--- config.mk ---
export PLATFORM = sky130hd
export DESIGN_NAME = topk_insertion_buffer
export DESIGN_NICKNAME = d
export VERILOG_FILES = /design/src/rtl/topk_insertion_buffer.sv
export SDC_FILE = /design/constraint.sdc
export NUM_CORES = 1
export LEC_CHECK = 0
export CAP_MARGIN = 20
export CORE_MARGIN = 1.5
export CORE_UTILIZATION = 50
export CTS_CLUSTER_SIZE = 30
export DETAILED_ROUTE_END_ITERATION = 16
export PLACE_DENSITY = 0.8
export RECOVER_POWER = 25
export SLEW_MARGIN = 0
export SYNTH_ARGS = -nofsm -noshare
export SYNTH_HDL_FRONTEND = slang
export SYNTH_SLANG_ARGS = --single-unit
export TNS_END_PERCENT = 50
--- constraint.sdc ---
create_clock -name clk -period 2.8 [get_ports clk]
set_input_delay 0.42 -clock clk [delete_from_list [all_inputs] [get_ports clk]]
set_output_delay 0.42 -clock clk [all_outputs]
set_load 0.03 [all_outputs]
--- src/rtl/topk_insertion_buffer.sv ---
`default_nettype none
// ============================================================================
// Module   : topk_insertion_buffer
// Purpose  : Keeps the K nearest samples of a batch as a sorted list, using
//            insertion into K registered slots. Each slot holds a distance, a
//            class type and a valid bit. Slot 0 is the nearest.
//            When a batch ends, a one-cycle valid_sort pulse marks the final
//            list. The list holds until the next accepted sample.
// Ports    : clk, rst                 - clock, synchronous active-high reset
//            sample_valid/_distance/
//            _type/_last              - one-cycle sample strobe and payload
//            k_nearest_neighbours_*   - packed sorted slots, slot 0 in the LSBs
//            k_valid_mask             - bit i set when slot i holds a sample
//            valid_sort               - one-cycle result-ready pulse
//            busy                     - high while a batch is being collected
//            sample_count             - samples accepted in current/last batch
// Revision : 1.0 - initial release
// ============================================================================
module topk_insertion_buffer #(
  parameter int W            = 8,
  parameter int TYPE_W       = 2,
  parameter int K            = 3,
  parameter int MAX_ELEMENTS = 16
) (
  input  logic                              clk,
  input  logic                              rst,
  input  logic                              sample_valid,
  input  logic [W-1:0]                      sample_distance,
  input  logic [TYPE_W-1:0]                 sample_type,
  input  logic                              sample_last,
  output logic [TYPE_W*K-1:0]               k_nearest_neighbours_type,
  output logic [W*K-1:0]                    k_nearest_neighbours_distance,
  output logic [K-1:0]                      k_valid_mask,
  output logic                              valid_sort,
  output logic                              busy,
  output logic [$clog2(MAX_ELEMENTS+1)-1:0] sample_count
);

  localparam int CW = $clog2(MAX_ELEMENTS + 1);

  typedef enum logic [1:0] {
    IDLE    = 2'd0,
    COLLECT = 2'd1,
    DONE    = 2'd2
  } state_t;

  state_t              r_state;
  state_t              w_state_nxt;
  logic [W-1:0]        r_dist [K];
  logic [TYPE_W-1:0]   r_type [K];
  logic [K-1:0]        r_vld;
  logic [CW-1:0]       r_cnt;
  logic [CW-1:0]       w_cnt_nxt;
  logic                r_valid_sort;
  logic                w_start;
  logic                w_end;
  logic                w_busy;

  // Per-slot insertion decode. w_qual is monotonic across slots because the
  // list is kept ascending with invalid slots at the top, so the first
  // qualifying slot takes the sample and every slot above it shifts up.
  logic [K-1:0]        w_qual;
  logic [K-1:0]        w_ins;
  logic [K-1:0]        w_shift;
  logic [W-1:0]        w_prev_dist [K];
  logic [TYPE_W-1:0]   w_prev_type [K];
  logic [K-1:0]        w_prev_vld;

  // --------------------------------------------------------------------------
  // FSM: next state, batch start/end decode and outputs
  // --------------------------------------------------------------------------
  always_comb begin
    w_state_nxt = r_state;
    w_start     = sample_valid && (r_state != COLLECT);
    w_cnt_nxt   = w_start ? CW'(1) : (r_cnt + CW'(1));
    w_end       = sample_valid &&
                  (sample_last || (w_cnt_nxt == CW'(MAX_ELEMENTS)));
    w_busy      = (r_state == COLLECT);
    if (sample_valid) begin
      w_state_nxt = w_end ? DONE : COLLECT;
    end
  end

  always_ff @(posedge clk) begin
    if (rst) begin
      r_state      <= IDLE;
      r_cnt        <= '0;
      r_valid_sort <= 1'b0;
    end else begin
      r_state      <= w_state_nxt;
      // The pulse lands in the first DONE cycle; a batch ending again from
      // DONE simply produces another single pulse.
      r_valid_sort <= w_end;
      if (sample_valid) begin
        r_cnt <= w_cnt_nxt;
      end
    end
  end

  // --------------------------------------------------------------------------
  // Slot storage
  // --------------------------------------------------------------------------
  for (genvar i = 0; i < K; i++) begin : g_slot
    // Strict compare gives first-arrival-wins on equal distances; the valid
    // bit lets an all-ones distance sort correctly against empty slots.
    assign w_qual[i] = !r_vld[i] || (r_dist[i] > sample_distance);

    if (i == 0) begin : g_head
      assign w_ins[i]       = w_qual[i];
      assign w_shift[i]     = 1'b0;
      assign w_prev_dist[i] = '1;
      assign w_prev_type[i] = '0;
      assign w_prev_vld[i]  = 1'b0;
    end else begin : g_tail
      assign w_ins[i]       = w_qual[i] && !w_qual[i-1];
      assign w_shift[i]     = w_qual[i-1];
      assign w_prev_dist[i] = r_dist[i-1];
      assign w_prev_type[i] = r_type[i-1];
      assign w_prev_vld[i]  = r_vld[i-1];
    end

    always_ff @(posedge clk) begin
      if (rst) begin
        r_dist[i] <= '1;
        r_type[i] <= '0;
        r_vld[i]  <= 1'b0;
      end else if (w_start) begin
        // New batch: discard the old list and seed slot 0 in one cycle.
        if (i == 0) begin
          r_dist[i] <= sample_distance;
          r_type[i] <= sample_type;
          r_vld[i]  <= 1'b1;
        end else begin
          r_dist[i] <= '1;
          r_type[i] <= '0;
          r_vld[i]  <= 1'b0;
        end
      end else if (sample_valid) begin
        if (w_ins[i]) begin
          r_dist[i] <= sample_distance;
          r_type[i] <= sample_type;
          r_vld[i]  <= 1'b1;
        end else if (w_shift[i]) begin
          r_dist[i] <= w_prev_dist[i];
          r_type[i] <= w_prev_type[i];
          r_vld[i]  <= w_prev_vld[i];
        end
      end
    end

    // Invalid slots already hold all-ones/zero, so the registers drive the
    // outputs directly.
    assign k_nearest_neighbours_distance[i*W +: W]      = r_dist[i];
    assign k_nearest_neighbours_type[i*TYPE_W +: TYPE_W] = r_type[i];
  end

  assign k_valid_mask = r_vld;
  assign valid_sort   = r_valid_sort;
  assign busy         = w_busy;
  assign sample_count = r_cnt;

endmodule
`default_nettype wire

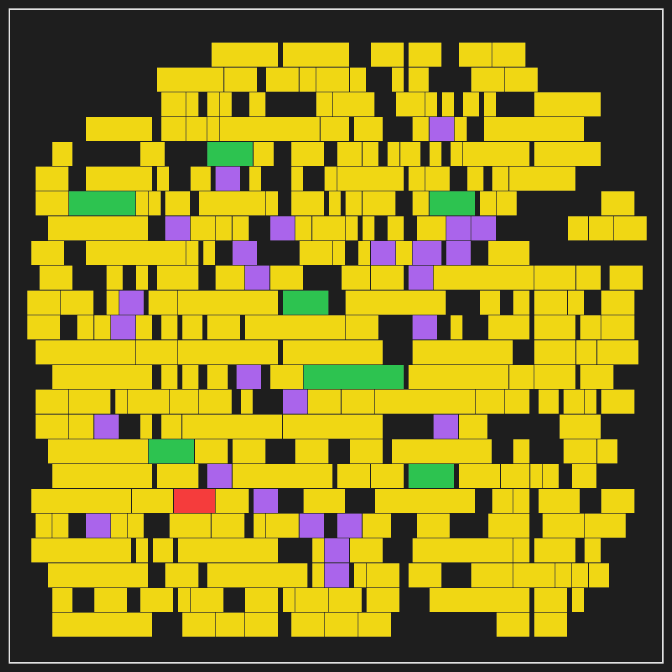
Run 1: sizing map
legend:
  green:
    size: x6 and larger
    cells: 7
    most_used: clkbuf_8
  purple:
    size: x3 and x4
    cells: 26
    most_used: buf_4
  yellow:
    size: x1 and smaller
    cells: 263
    most_used: clkdlybuf4s50_1
  red:
    size: x2
    cells: 1
    most_used: o211ai_2

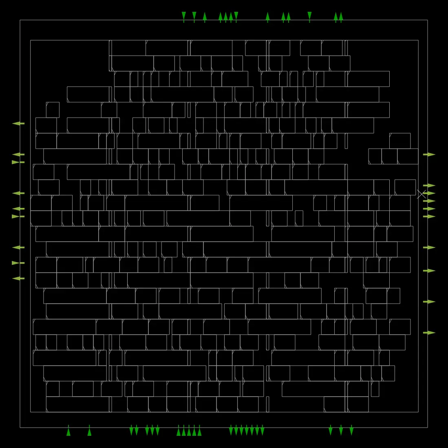
Run 1: placed standard cells
tap cells: 52
area of the placeable core: 4440 µm²

==> summary.txt, run 1 <==
Implementation run completed; key figures follow.

Synthesis:
- The run gives the count of mapped cells out of synthesis as between 200 and 250.
- The post-synth count of flops with an enable pin is 30.
- The run gives the total number of yosys warnings as 0.
- The run gives the area fraction of the dominant cell type after synthesis as between 30% and 40%.
- The run puts the post-synth design cell area at roughly 2300 µm².
- The run gives the proportion of register bits with asynchronous set or reset after synthesis as 0%.
- The run gives the cell total in the yosys stat output as roughly 220.

Power:
- The run puts the switching power as a share of total power at 25.9%.
- The run gives the leakage power as approximately 1.2 nW.
- Power spread over the standard cell area amounts to approximately 430 nW/µm².

Clocking:
- TritonCTS built the clock tree.
- The run puts the clock latency of the later-clocked register in the worst-skew pair at around 300 ps.
- The run puts the hold buffer count at CTS at 0.
- The run gives the level count of the clock H-tree as 2.

Final layout:
- The finished layout reports a core utilization of ~72%.
- Of the total standard cell area in the layout, the multi-input combinational portion is between 30% and 40%.
- The run gives the number of logic inverters in the finished layout as 19.
- Of the cells placed in the final design, the portion with a size suffix greater than 1 is 11.4%.
- Per the final report, the share of cell area in non-clock buffers is between 20% and 30%.
- The run puts the sequential cell area share at a little over a third.
- For this run, the script counts the antenna cells in the layout as 0.

Critical path:
- The run gives the critical register-to-register path startpoint as r_dist[1][7].
- STA puts the critical path data arrival time at approximately 2700 ps.
- The run gives the slack of the worst reg-to-reg path as ~470 ps.
- The run gives the critical path start-end classification as primary input to flip-flop.
- The timing report shows that the slowest cell on the worst path is sky130_fd_sc_hd__clkdlybuf4s50_1.
- Looking at the critical path, the highest net fanout was 10.

Route:
- The run puts the per-cell via count in the routed design at a little under 6.
- The run gives the wire length per cell after detailed routing as 17.6 µm.
- The routed layout reports a DRC error count of 1.

Placement:
- The run gives the final weighted congestion of routability-driven global placement as approximately 0.9.
- The run puts the tally of buffers added on design ports at 53.

STA:
- The run gives the highest clock rate as approximately 380 MHz.
- The run gives the setup-violating endpoint count in the final report as 0.

Global routing:
- The run gives the final global-route overflow total as 0.
- The run puts the wire length of the first global-routing pass at between 9 and 10 mm.
- The number of antenna violations at the first check in global routing was 0.

Run status:
- The final reports fail on design-rule violations.
- The flow ran to the end, but the final reports show violations.

Hold path:
- The run gives the startpoint of the worst hold path as r_state[1].
- The run gives the path category of the worst min-delay check as flip-flop to flip-flop.
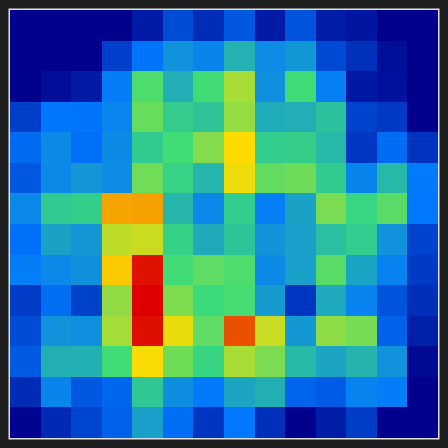
Run 1: signal metal coverage by tile
The die is cut into 14 by 14 equal tiles; dark blue is low, red is high, scaled to the fullest tile. Values are wire area over tile area, all layers added.
tiles over half the peak: 21%
mean over tiles: 0.19
nearly empty tiles: 9.2%
fullest tile: 0.60
Via Count: 2052
total global routing track utilization: 24.8%
total routed wirelength: 6.13 mm

run 1: registers in the layout (all words and copies together) (netlist names):
signal        cells
r_dist           24
r_state           2
r_type            6
valid_sort        1
k_valid_mask      3
sample_count      5
run 1: per-stage QoR:
step / instances / TNS [ps]
2_1_floorplan: 218 / 0
5_1_grt: 349 / 0
3_5_place_dp: 341 / -1020
6_report: 349 / 0
4_1_cts: 349 / 0
3_3_place_gp: 341 / -665
run 1: worst max-delay path by stage:
stage                   endpoint  slack [ps]  depth (start not counted)
floorplan           r_dist[2][0]         310                          6
global placement    r_dist[1][4]         -40                          9
detailed placement  r_dist[1][5]         -70                          9
CTS                 r_dist[1][5]         240                          8
global route        r_dist[2][3]         120                          9
finish              r_dist[1][2]         170                          9
run 1: logic make-up after synthesis:
family | after synthesis | synth area share, %
compound gates | 60 | 19.1
xor+xnor | 2 | 0.746
fa+ha+maj | 25 | 13.3
buf+inv | 28 | 5.16
flops | 41 | 47.7
mux | 1 | 0.426
simple gates | 61 | 13.5
run 1: layer usage:
metal	global-route usage [%]	part of all wire, %	wire length, µm
met1	36.6	45	2790
met5	0	0	0
met2	37.8	46	2830
met3	4.36	7.9	483
met4	6.92	0.62	38
run 1: worst reg2reg max path, delay by kind of cell, from the launching register on:
family	cells	cell delay (ps)
compound gates	2	610
fa+ha+maj	1	350
buf+inv	1	210
flops	1	450
simple gates	3	410
run 1: power groups by stage:
stage | Clock (W) | Sequential (W) | Combinational (W)
after floorplan | 0 | 0.000718 | 0.0000974
after CTS | 0.000485 | 0.000679 | 0.000233
after global routing | 0.000507 | 0.000680 | 0.000250
after detailed placement | 0 | 0.000693 | 0.000230
final | 0.000485 | 0.000678 | 0.000231
after global placement | 0 | 0.000692 | 0.000226
Run 1, routed clock nets over the placement:
Scale bar: 20 µm.
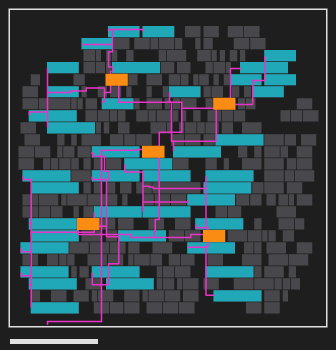

==> run 1 -> run 2 <==
- CORE_UTILIZATION: 50 -> 45
- PLACE_DENSITY: 0.8 -> 0.76
- clock period: 2.8 -> 2.4 ns (I/O delays scaled with it)
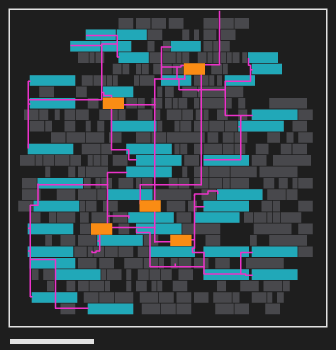
Run 2: routed clock nets over the placement
Scale bar: 20 µm.
legend:
  cyan:
    item: flip-flops
    count: 41
  magenta:
    item: clock wires
    length: 511 µm
  orange:
    item: clock-net drivers
    count: 5
routed clock nets: 6
flops lie: widely spread
clk pwr: 0.000547 W
Skew-Pair Late Insertion Delay: 290 ps

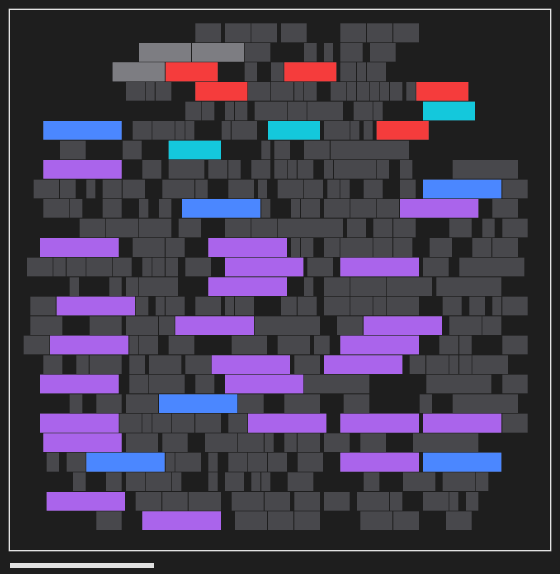
Run 2: sequential cells grouped by signal name
Scale bar: 20 µm. Other sequential cells in the stronger grey, the rest of the logic in the fainter grey.
legend:
  cyan:
    netlist_name: k_valid_mask
    flops: 3
  blue:
    netlist_name: r_type
    flops: 6
  red:
    netlist_name: sample_count
    flops: 5
  purple:
    netlist_name: r_dist
    flops: 24
not coloured: 3
Sequential Area: 1120 µm²
flip-flop and latch share of the layout cell area: 32.4%

==> summary.txt, run 2 <==
Implementation run completed; key figures follow.

Synthesis:
- The run gives the proportion of register bits with asynchronous set or reset after synthesis as 0% (unchanged).
- The run puts the post-synth design cell area at 2350 µm² (unchanged).

Route:
- The run gives the detailed-route DRC error count as 0 (-1).
- The run puts the per-cell via count in the routed design at 5.69 (-3.3%).
- The number of vias in the routed layout came to 2115 (+3.1%).
- The run puts the total wirelength of the detailed-routed design at 6.50 mm (+6.0%).

Final layout:
- The run puts the flip-flop count of the largest register after layout at 24 (unchanged).
- The run gives the register name with the most flops as r_dist.
- The run puts the share of cells above drive strength 1 at 22.5% (+11 points).
- The number of diodes added for antenna fixing was 0 (unchanged).

Placement:
- The run gives the tally of buffers added on design ports as 53 (unchanged).
- The run puts the cell count after placement at 359 (+5.3%).

Clocking:
- TritonCTS built the clock tree.
- The run puts the hold buffer count at CTS at 0 (unchanged).

Global routing:
- The total track usage is 23.3% (-1.4 points).
- The run puts the wire length of the first global-routing pass at 9.74 mm (+1.4%).
- The run puts the number of antenna violations at the first check in global routing at 0 (unchanged).
- Global routing put the most usage on met2.
- The run gives the global-route met3 utilization as 4.02% (-0.34 points).
- The run puts the final global-route overflow total at 0 (unchanged).
- The global-route met2 utilization was 36.3% (-1.5 points).

Run status:
- The run finished with clean final reports.

Critical path:
- The run gives the critical path start-end classification as primary input to flip-flop.
- Looking at the critical path, the single cell with the biggest stage delay is sky130_fd_sc_hd__clkdlybuf4s50_1.
- The run puts the highest net fanout along the worst path at 5 (-5).
- The critical path data arrival time came to 2420 ps (-260 ps).

STA:
- The run gives the setup total negative slack as 0 ps (unchanged).

Floorplanning:
- The run gives the core area as 5070 µm² (+14%).

Hold path:
- The worst hold path belongs to the class flip-flop to flip-flop.

Power:
- The run puts the cell area power density at 474 nW/µm² (+9.4%).
- The leakage power was 1.29 nW (+8.1%).
[run 2: netlist changes by cell type in the layout (fill, tap and decap cells not counted), sizes merged]
cell | previous run | this run
a211o | 2 | 3
buf | 25 | 30
clkdlybuf4s50 | 36 | 32
clkinvlp | 1 | 0
dlygate4sd3 | 17 | 16
dlymetal6s2s | 0 | 5
[run 2: worst max-delay path: cells and delay by family]
kind            cells  cell delay (ps)
simple gates        1              130
buf+inv             2              600
compound gates      4             1050
fa+ha+maj           1              270
[run 2: where the power goes]
group	switching, W	internal, W	total (W)
registers	0.0000147	0.000777	0.000792
clock network	0.000238	0.000309	0.000547
logic	0.000167	0.000131	0.000299
[run 2: cell type report]
class,instances,area (µm²)
Multi-Input combinational cell,150,1300
Sequential cell,41,1120
Clock buffer,6,72.6
Fill cell,401,1620
Inverter,19,71.3
Clock inverter,2,35.0
Timing Repair Buffer,84,772
Tap cell,70,87.6
[run 2: worst paths after layout]
path / start / end / slack (ps)
setup reg to reg: r_dist[1][7] / r_dist[1][5] / 160
hold reg to reg: r_state[1] / r_state[1] / 490
hold / removal: r_state[1] / r_state[1] / 490
setup / recovery: sample_distance[1] / r_dist[2][1] / 20
[run 2: timing repair]
action	in CTS	in global routing
gates resized	11	27
endpoints found under the setup margin	36	50
pin swaps	0	7
buffers inserted	0	4
gates cloned	0	1
[run 2: routing by layer]
layer / wire length [µm] / up-vias
met5: 0 / -
met3: 365 / 9
met4: 82 / 0
met2: 3100 / 87
met1: 2950 / 1008
li1: - / 1011
[run 2: logic make-up (layout without fill, tap and decap cells)]
logic type	Yosys count	in the layout	share of synthesized area [%]
flops	41	41	47.7
buf+inv	28	111	5.16
xor+xnor	2	2	0.746
mux	1	1	0.426
compound gates	60	61	19.1
simple gates	61	61	13.5
fa+ha+maj	25	25	13.3
No activity file was given, so power comes from the tool's default toggle rates.
